File: src/rtl/neuro_pkg.sv
// Shared types and default sizing for the neuron amplitude sweep scheduler.
package neuro_pkg;

  localparam int unsigned NEURON_NO = 2 ** 8;
  localparam int unsigned MU_LEN    = 32;
  localparam int unsigned TS_WID    = 16;
  localparam int unsigned FLUSH_CYC = 2;
  localparam int unsigned ADDR_W    = $clog2(NEURON_NO);

  typedef logic [ADDR_W-1:0] addr_t;

  typedef enum logic [1:0] {
    IDLE,
    SWEEP,
    FLUSH,
    DONE
  } sched_state_t;

endpackage

File: src/rtl/ampl_sweep_scheduler_if.sv
// Event/tick inputs and amplitude-RAM drive outputs of the sweep scheduler.
interface ampl_sweep_scheduler_if #(
  parameter int unsigned NEURON_NO = 256,
  parameter int unsigned MU_LEN    = 32,
  parameter int unsigned TS_WID    = 16
);

  localparam int unsigned ADDR_W = $clog2(NEURON_NO);

  logic              ts_tick;
  logic [MU_LEN-1:0] mu_cfg;
  logic              ev_valid;
  logic [ADDR_W-1:0] ev_addr;
  logic              wr_en;
  logic [ADDR_W-1:0] wr_addr;
  logic              sp_in;
  logic [MU_LEN-1:0] mu_out;
  logic              busy;
  logic              step_done;
  logic [TS_WID-1:0] ts_count;
  logic              ts_overrun;

  modport master (
    output ts_tick, mu_cfg, ev_valid, ev_addr,
    input  wr_en, wr_addr, sp_in, mu_out, busy, step_done, ts_count, ts_overrun
  );

  modport slave (
    input  ts_tick, mu_cfg, ev_valid, ev_addr,
    output wr_en, wr_addr, sp_in, mu_out, busy, step_done, ts_count, ts_overrun
  );

endinterface

File: src/rtl/spike_pending_map.sv
// One pending-spike bit per neuron: set by events, test-and-cleared by the sweep.
module spike_pending_map #(
  parameter int unsigned NEURON_NO = 256,
  parameter int unsigned ADDR_W    = $clog2(NEURON_NO)
) (
  input  logic              clk,
  input  logic              reset,
  input  logic              set_en_i,
  input  logic [ADDR_W-1:0] set_addr_i,
  input  logic              rd_en_i,
  input  logic [ADDR_W-1:0] rd_addr_i,
  output logic              rd_bit_c_o
);

  logic [NEURON_NO-1:0] bits_q;
  logic [NEURON_NO-1:0] bits_d;

  // Clear first, then set, so an event landing on the bit being read survives.
  always_comb begin
    bits_d = bits_q;
    if (rd_en_i) begin
      bits_d[rd_addr_i] = 1'b0;
    end
    if (set_en_i) begin
      bits_d[set_addr_i] = 1'b1;
    end
  end

  always_ff @(posedge clk or posedge reset) begin
    if (reset) begin
      bits_q <= '0;
    end else begin
      bits_q <= bits_d;
    end
  end

  assign rd_bit_c_o = bits_q[rd_addr_i];

endmodule

File: src/rtl/ampl_sweep_scheduler.sv
// Per-timestep sequencer: sweeps every neuron address once per tick and feeds
// pending spikes plus the latched mu value to the amplitude RAM.
module ampl_sweep_scheduler
  import neuro_pkg::*;
#(
  parameter int unsigned NEURON_NO = neuro_pkg::NEURON_NO,
  parameter int unsigned MU_LEN    = neuro_pkg::MU_LEN,
  parameter int unsigned TS_WID    = neuro_pkg::TS_WID
) (
  input  logic                   clk,
  input  logic                   reset,
  ampl_sweep_scheduler_if.slave  bus
);

  localparam int unsigned ADDR_W  = $clog2(NEURON_NO);
  localparam int unsigned FLUSH_W = (FLUSH_CYC > 1) ? $clog2(FLUSH_CYC) : 1;
  localparam logic [ADDR_W-1:0]  LAST_ADDR  = ADDR_W'(NEURON_NO - 1);
  localparam logic [FLUSH_W-1:0] FLUSH_LAST = FLUSH_W'(FLUSH_CYC - 1);

  sched_state_t       state_q,     state_d;
  logic               wr_en_q,     wr_en_d;
  logic [ADDR_W-1:0]  wr_addr_q,   wr_addr_d;
  logic               sp_q,        sp_d;
  logic [MU_LEN-1:0]  mu_q,        mu_d;
  logic               busy_q,      busy_d;
  logic               done_q,      done_d;
  logic [TS_WID-1:0]  ts_count_q,  ts_count_d;
  logic               overrun_q,   overrun_d;
  logic [FLUSH_W-1:0] flush_q,     flush_d;

  logic rd_en;
  logic rd_bit_c;

  assign rd_en = (state_q == SWEEP);

  spike_pending_map #(
    .NEURON_NO (NEURON_NO),
    .ADDR_W    (ADDR_W)
  ) u_pending (
    .clk        (clk),
    .reset      (reset),
    .set_en_i   (bus.ev_valid),
    .set_addr_i (bus.ev_addr),
    .rd_en_i    (rd_en),
    .rd_addr_i  (wr_addr_q),
    .rd_bit_c_o (rd_bit_c)
  );

  // Next-state and registered-output logic.
  always_comb begin
    state_d    = state_q;
    wr_en_d    = 1'b0;
    wr_addr_d  = wr_addr_q;
    sp_d       = rd_en & rd_bit_c;
    mu_d       = mu_q;
    busy_d     = busy_q;
    done_d     = 1'b0;
    ts_count_d = ts_count_q;
    overrun_d  = overrun_q | (bus.ts_tick & (state_q != IDLE));
    flush_d    = flush_q;

    unique case (state_q)
      IDLE: begin
        if (bus.ts_tick) begin
          state_d   = SWEEP;
          wr_en_d   = 1'b1;
          wr_addr_d = '0;
          mu_d      = bus.mu_cfg;
          busy_d    = 1'b1;
        end
      end
      SWEEP: begin
        if (wr_addr_q == LAST_ADDR) begin
          state_d   = FLUSH;
          wr_addr_d = '0;
          flush_d   = '0;
        end else begin
          wr_en_d   = 1'b1;
          wr_addr_d = wr_addr_q + 1'b1;
        end
      end
      FLUSH: begin
        if (flush_q == FLUSH_LAST) begin
          state_d = DONE;
          done_d  = 1'b1;
        end else begin
          flush_d = flush_q + 1'b1;
        end
      end
      DONE: begin
        state_d    = IDLE;
        busy_d     = 1'b0;
        ts_count_d = ts_count_q + 1'b1;
      end
      default: begin
        state_d = IDLE;
      end
    endcase
  end

  always_ff @(posedge clk or posedge reset) begin
    if (reset) begin
      state_q    <= IDLE;
      wr_en_q    <= 1'b0;
      wr_addr_q  <= '0;
      sp_q       <= 1'b0;
      mu_q       <= '0;
      busy_q     <= 1'b0;
      done_q     <= 1'b0;
      ts_count_q <= '0;
      overrun_q  <= 1'b0;
      flush_q    <= '0;
    end else begin
      state_q    <= state_d;
      wr_en_q    <= wr_en_d;
      wr_addr_q  <= wr_addr_d;
      sp_q       <= sp_d;
      mu_q       <= mu_d;
      busy_q     <= busy_d;
      done_q     <= done_d;
      ts_count_q <= ts_count_d;
      overrun_q  <= overrun_d;
      flush_q    <= flush_d;
    end
  end

  assign bus.wr_en      = wr_en_q;
  assign bus.wr_addr    = wr_addr_q;
  assign bus.sp_in      = sp_q;
  assign bus.mu_out     = mu_q;
  assign bus.busy       = busy_q;
  assign bus.step_done  = done_q;
  assign bus.ts_count   = ts_count_q;
  assign bus.ts_overrun = overrun_q;

endmodule

File: src/flat_wrapper.sv
// flat-port wrapper written by rule: the top's interface ports become plain ports
module ampl_sweep_scheduler_flat import neuro_pkg::*;
#(
  parameter int unsigned NEURON_NO = neuro_pkg::NEURON_NO,
  parameter int unsigned MU_LEN    = neuro_pkg::MU_LEN,
  parameter int unsigned TS_WID    = neuro_pkg::TS_WID
)
  (clk, reset, bus_ts_tick, bus_mu_cfg, bus_ev_valid, bus_ev_addr, bus_wr_en, bus_wr_addr, bus_sp_in, bus_mu_out, bus_busy, bus_step_done, bus_ts_count, bus_ts_overrun);
  ampl_sweep_scheduler_if #(.NEURON_NO(NEURON_NO), .MU_LEN(MU_LEN), .TS_WID(TS_WID)) bus_i ();
  input  logic clk;
  input  logic reset;
  input wire logic [$bits(bus_i.ts_tick)-1:0] bus_ts_tick;
  input wire logic [$bits(bus_i.mu_cfg)-1:0] bus_mu_cfg;
  input wire logic [$bits(bus_i.ev_valid)-1:0] bus_ev_valid;
  input wire logic [$bits(bus_i.ev_addr)-1:0] bus_ev_addr;
  output wire logic [$bits(bus_i.wr_en)-1:0] bus_wr_en;
  output wire logic [$bits(bus_i.wr_addr)-1:0] bus_wr_addr;
  output wire logic [$bits(bus_i.sp_in)-1:0] bus_sp_in;
  output wire logic [$bits(bus_i.mu_out)-1:0] bus_mu_out;
  output wire logic [$bits(bus_i.busy)-1:0] bus_busy;
  output wire logic [$bits(bus_i.step_done)-1:0] bus_step_done;
  output wire logic [$bits(bus_i.ts_count)-1:0] bus_ts_count;
  output wire logic [$bits(bus_i.ts_overrun)-1:0] bus_ts_overrun;
  assign bus_i.ts_tick = bus_ts_tick;
  assign bus_i.mu_cfg = bus_mu_cfg;
  assign bus_i.ev_valid = bus_ev_valid;
  assign bus_i.ev_addr = bus_ev_addr;
  assign bus_wr_en = bus_i.wr_en;
  assign bus_wr_addr = bus_i.wr_addr;
  assign bus_sp_in = bus_i.sp_in;
  assign bus_mu_out = bus_i.mu_out;
  assign bus_busy = bus_i.busy;
  assign bus_step_done = bus_i.step_done;
  assign bus_ts_count = bus_i.ts_count;
  assign bus_ts_overrun = bus_i.ts_overrun;
  ampl_sweep_scheduler #(.NEURON_NO(NEURON_NO), .MU_LEN(MU_LEN), .TS_WID(TS_WID)) u_core (.clk(clk), .reset(reset), .bus(bus_i));
endmodule
File: config.mk
export PLATFORM = sky130hd
export DESIGN_NAME = ampl_sweep_scheduler_flat
export DESIGN_NICKNAME = d
export VERILOG_FILES = /design/src/rtl/neuro_pkg.sv /design/src/rtl/ampl_sweep_scheduler_if.sv /design/src/rtl/spike_pending_map.sv /design/src/rtl/ampl_sweep_scheduler.sv /design/src/flat_wrapper.sv
export SDC_FILE = /design/constraint.sdc
export NUM_CORES = 1
export LEC_CHECK = 0
export CORE_MARGIN = 10
export CORE_UTILIZATION = 25
export CTS_BUF_LIST = sky130_fd_sc_hd__clkbuf_4 sky130_fd_sc_hd__clkbuf_8
export DETAILED_ROUTE_END_ITERATION = 7
export PLACE_DENSITY = 0.46
export SYNTH_ARGS = -nofsm -noshare
export SYNTH_HDL_FRONTEND = slang
export SYNTH_SLANG_ARGS = --single-unit
File: constraint.sdc
create_clock -name clk -period 11.2 [get_ports clk]
set_input_delay 1.12 -clock clk [delete_from_list [all_inputs] [get_ports clk]]
set_output_delay 1.12 -clock clk [all_outputs]
set_load 0.1 [all_outputs]
**Cell area per tile**

The die is cut into 26 by 26 equal tiles; black is low, pale yellow is high, 0 to 100% covered.
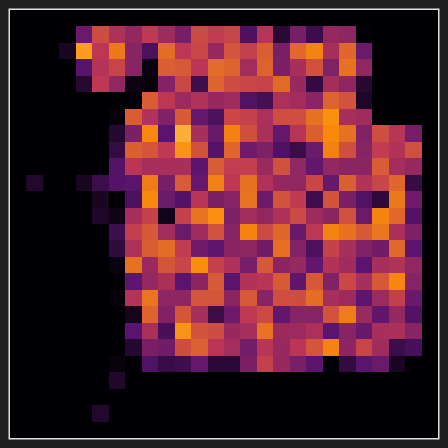
- nearly empty tiles: 44%
- densest ninth of the die: middle
- fullest tile: 83%
- emptiest ninth of the die: bottom left
- mean over tiles: 24%
CORE AREA: 57900 um2
fp util: 25.3%
Util after Layout: 30.4%

**Wiring by layer**

The bar under the picture is 100 um long. Two of the layers only.
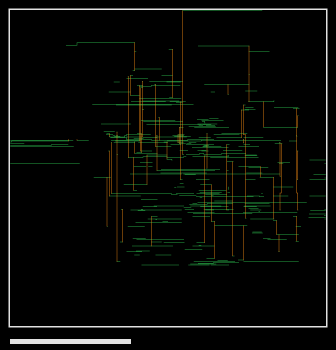
- met3: green (wire length 4220 um)
- met4: orange (wire length 1780 um)
DRT Wirelength: 54000 um
total number of vias: 11745
gr usage total: 15.5%
average wire per standard cell: 24.3 um

**Cells coloured by class**

The bar under the picture is 100 um long. Fill, decap, tap and diode cells in grey.
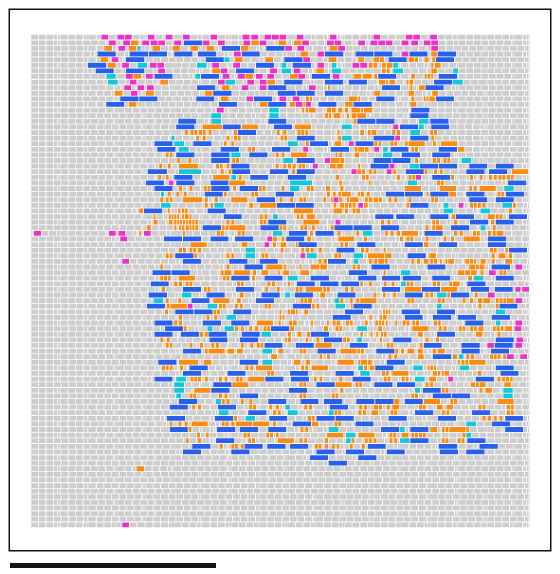
- flip-flops: blue (cells 320)
- all other logic: orange (cells 906)
- clock drivers and dummy loads: cyan (cells 105)
- other buffers and delay cells: magenta (cells 127)
cell area after layout: 17600 um2
Seq area share: 45.5%
Site Rows: 88

**Track usage over the die**

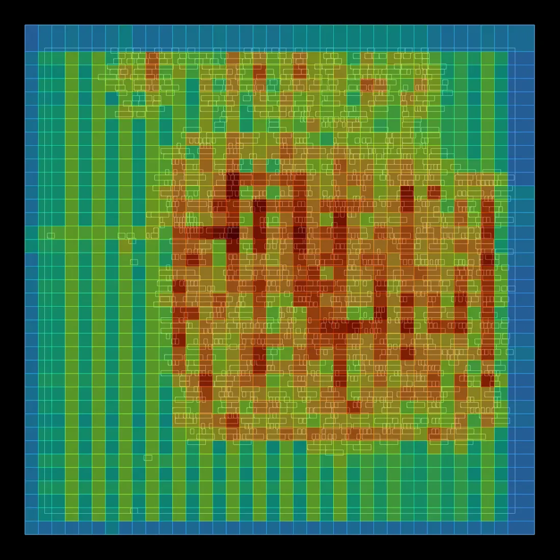
met1 Track Usage GR: 21.1%
M2 GR Usage: 23.5%
GR peak layer: met2

==> metrics.cfg <==
[final_timing]
fin_crit_ps = 4090
fin_hold_ws_ps = 460
final.setup_skew_ps = 25.9
worst_pin_slew_ps = 1240
setup_viol = 0
rsz0062_at_grt = no
period_used_pct = 36.5
max_freq_mhz = 245
relSlewSlack_pct = 16.9
hold_violations = 0
fin_setup_tns_ps = 0
setup_slack_ps = 7110
finalMaxSlewViolations = 0

[flow_run]
warnings = 35
drv_cap = 0

[placement]
hpwl_um = 32400
dp_slack_ps = 6870
port_buffers = 104
gp_congestion = 0.795
place_area_um2 = 16300
dp.cells = 2118

[clocking]
cts_buffers = 58
clkLatencyLatePin_ps = 650
clk_path_buf_depth = 3
cts_tree = yes
htreeDepth = 2
cts-hold-fix-buffers = 0
cts_root_buf = clkbuf_8
clkSinkCount = 320
cts_setup_buffers = 0
clk_pin_slew_ps = 60
post_cts_resized = 0

[synth]
synth.net_count = 1379
syn_avg_cell_area_um2 = 11.0
netlist_area_um2 = 14700
most_common_cell = o21ai_0
synth_top_cell_by_area = dfrtp_1
ys_top_cells_by_area = dfrtp_1 55%, o21ai_0 18%, mux4_2 8.0%, mux2_2 2.8%, mux2i_1 2.2%
ys_top_cells_by_count = 513 x o21ai_0, 320 x dfrtp_1, 74 x clkbuf_1
async_flop_share_pct = 100
ys_area_um2 = 14700
ys_cells = 1326
synth_cell_type_count = 53
ys_seq_share_pct = 54.7
top_area_share_pct = 54.7
syn_inst = 1326
ys.flop_type = dfrtp_1
ys_warn_count = 0
synth-edff-count = 0
ys.flops = 320

[critical_path]
crit_path_max_fanout = 42
crit_chain = buf_4 > clkdlybuf4s50_1
crit_path_end_kind = primary output
r2r_setup_slack_ps = 7350
regToRegStartpoint = u_core.bus.wr_addr[0]
cp.arrival_ps = 2970
cp.required_ps = 10080
cp-endpoint = bus_wr_addr[0]
reg2reg_to = u_core.u_pending.bits_q[109]
slowest_stage = clkdlybuf4s50_1
r2r_cells = 7
start_kind = register
critPathMaxStageDelay_ps = 1280
setup.worst_path.start = u_core.bus.wr_addr[0]
critical_path_class = reg2out

[final_layout]
logic_gates = 895
fin_cells = 2225
area_dominant_class = sequential cells
area_share_clock_buf_inv_pct = 7.18
layout-drive-gt1-share_pct = 15.2
inverters_excl_clock = 11
ff_count = 320
logic_area_um2 = 6110
num-nonclk-buffers = 127
area_growth_pct = 20.2
clock_buffer_count = 100
diodes = 2
fill_cells = 5988
seqCellArea_um2 = 8010
buffer_area_share_pct = 6.89
area.share.combinational_pct = 34.7
fin_nets = 1466

[run_status]
status = finished clean

[power_and_ir_drop]
p_per_area_nw_per_um2 = 139
max-vdd-ir-drop_mv = 0.0665
total_power_w = 0.00244
p_leak_nw = 6.01

[worst_hold_path]
min_path_type = reg2reg
hold_path.startpoint = u_core.bus.ts_overrun
holdPathEnd = u_core.bus.ts_overrun
hold_depth = 1

[floorplanning]
nWellTaps = 765
die-area_um2 = 68700
ioPinCount = 105
fp.dieH_um = 262
die_w_um = 262

[route]
drt_first_iter_violations = 1087
dr.pass1.iters = 7
met1Wirelength_um = 23500
wl_met2_um = 24500
drc_errors = 0
wl_met3_um = 4220
top_layer = met5
ant_nets = 0
vias_per_cell = 5.28

[grt]
grt_max_degree = 120
grt_pass1_vias = 11805
grt_pass1_wl_um = 80000
grt_overflow_total = 0
antenna_found_initial = 2
grt_use_met3_pct = 3.70

## sequential cells by signal (all words and copies together), names as in the netlist
name and count:
u_core.bus.step_done 1, u_core.state_q 2, u_core.bus.ts_overrun 1, u_core.bus.ts_count 16
u_core.bus.wr_en 1, u_core.bus.sp_in 1, u_core.bus.mu_out 32, u_core.u_pending.bits_q 256
u_core.bus.wr_addr 8, u_core.flush_q 1, u_core.bus.busy 1
## report_power, final
group / internal [W] / leakage (nW) / switching (W)
Combinational: 0.0000210 / 2.01 / 0.0000521
Sequential: 0.00116 / 3.33 / 0.00000349
Clock: 0.000705 / 0.681 / 0.000494
Total: 0.00189 / 6.01 / 0.000550
## cells by family (layout without fill, tap and decap cells)
logic type	after synthesis	count (layout)	synth area share (%)
AND/OR/NAND/NOR	170	170	5.62
AND-OR/OR-AND	576	576	20.6
other	0	2	0
multiplexers	125	125	13.8
adder cells (fa/ha/maj)	9	9	0.769
XOR/XNOR	15	15	0.897
flip-flops	320	320	54.7
buffers and inverters	111	243	3.66
## cells in the final DEF (no fill, tap or decap), types with 4 or more instances in the layout
master,instances
a22oi_1,11
nand2_1,55
clkbuf_8,70
nand2b_1,10
nand3_1,42
o21ai_1,14
mux4_1,5
a31oi_1,5
nor2_1,24
mux2i_1,32
clkbuf_4,30
mux2_2,36
ha_1,9
nor2b_1,15
buf_4,23
nand4_1,8
inv_1,10
mux4_2,52
dfrtp_1,318
o21ai_0,513
a22o_1,5
xnor2_1,12
a21oi_1,5
and2_1,4
clkdlybuf4s50_1,104
## worst max-delay path, delay by kind of cell, from the launching register on
| kind | cells | cell delay [ps] |
|---|---|---|
| DFF | 1 | 380 |
| buffers and inverters | 2 | 1920 |
No activity file was given, so power comes from the tool's default toggle rates.
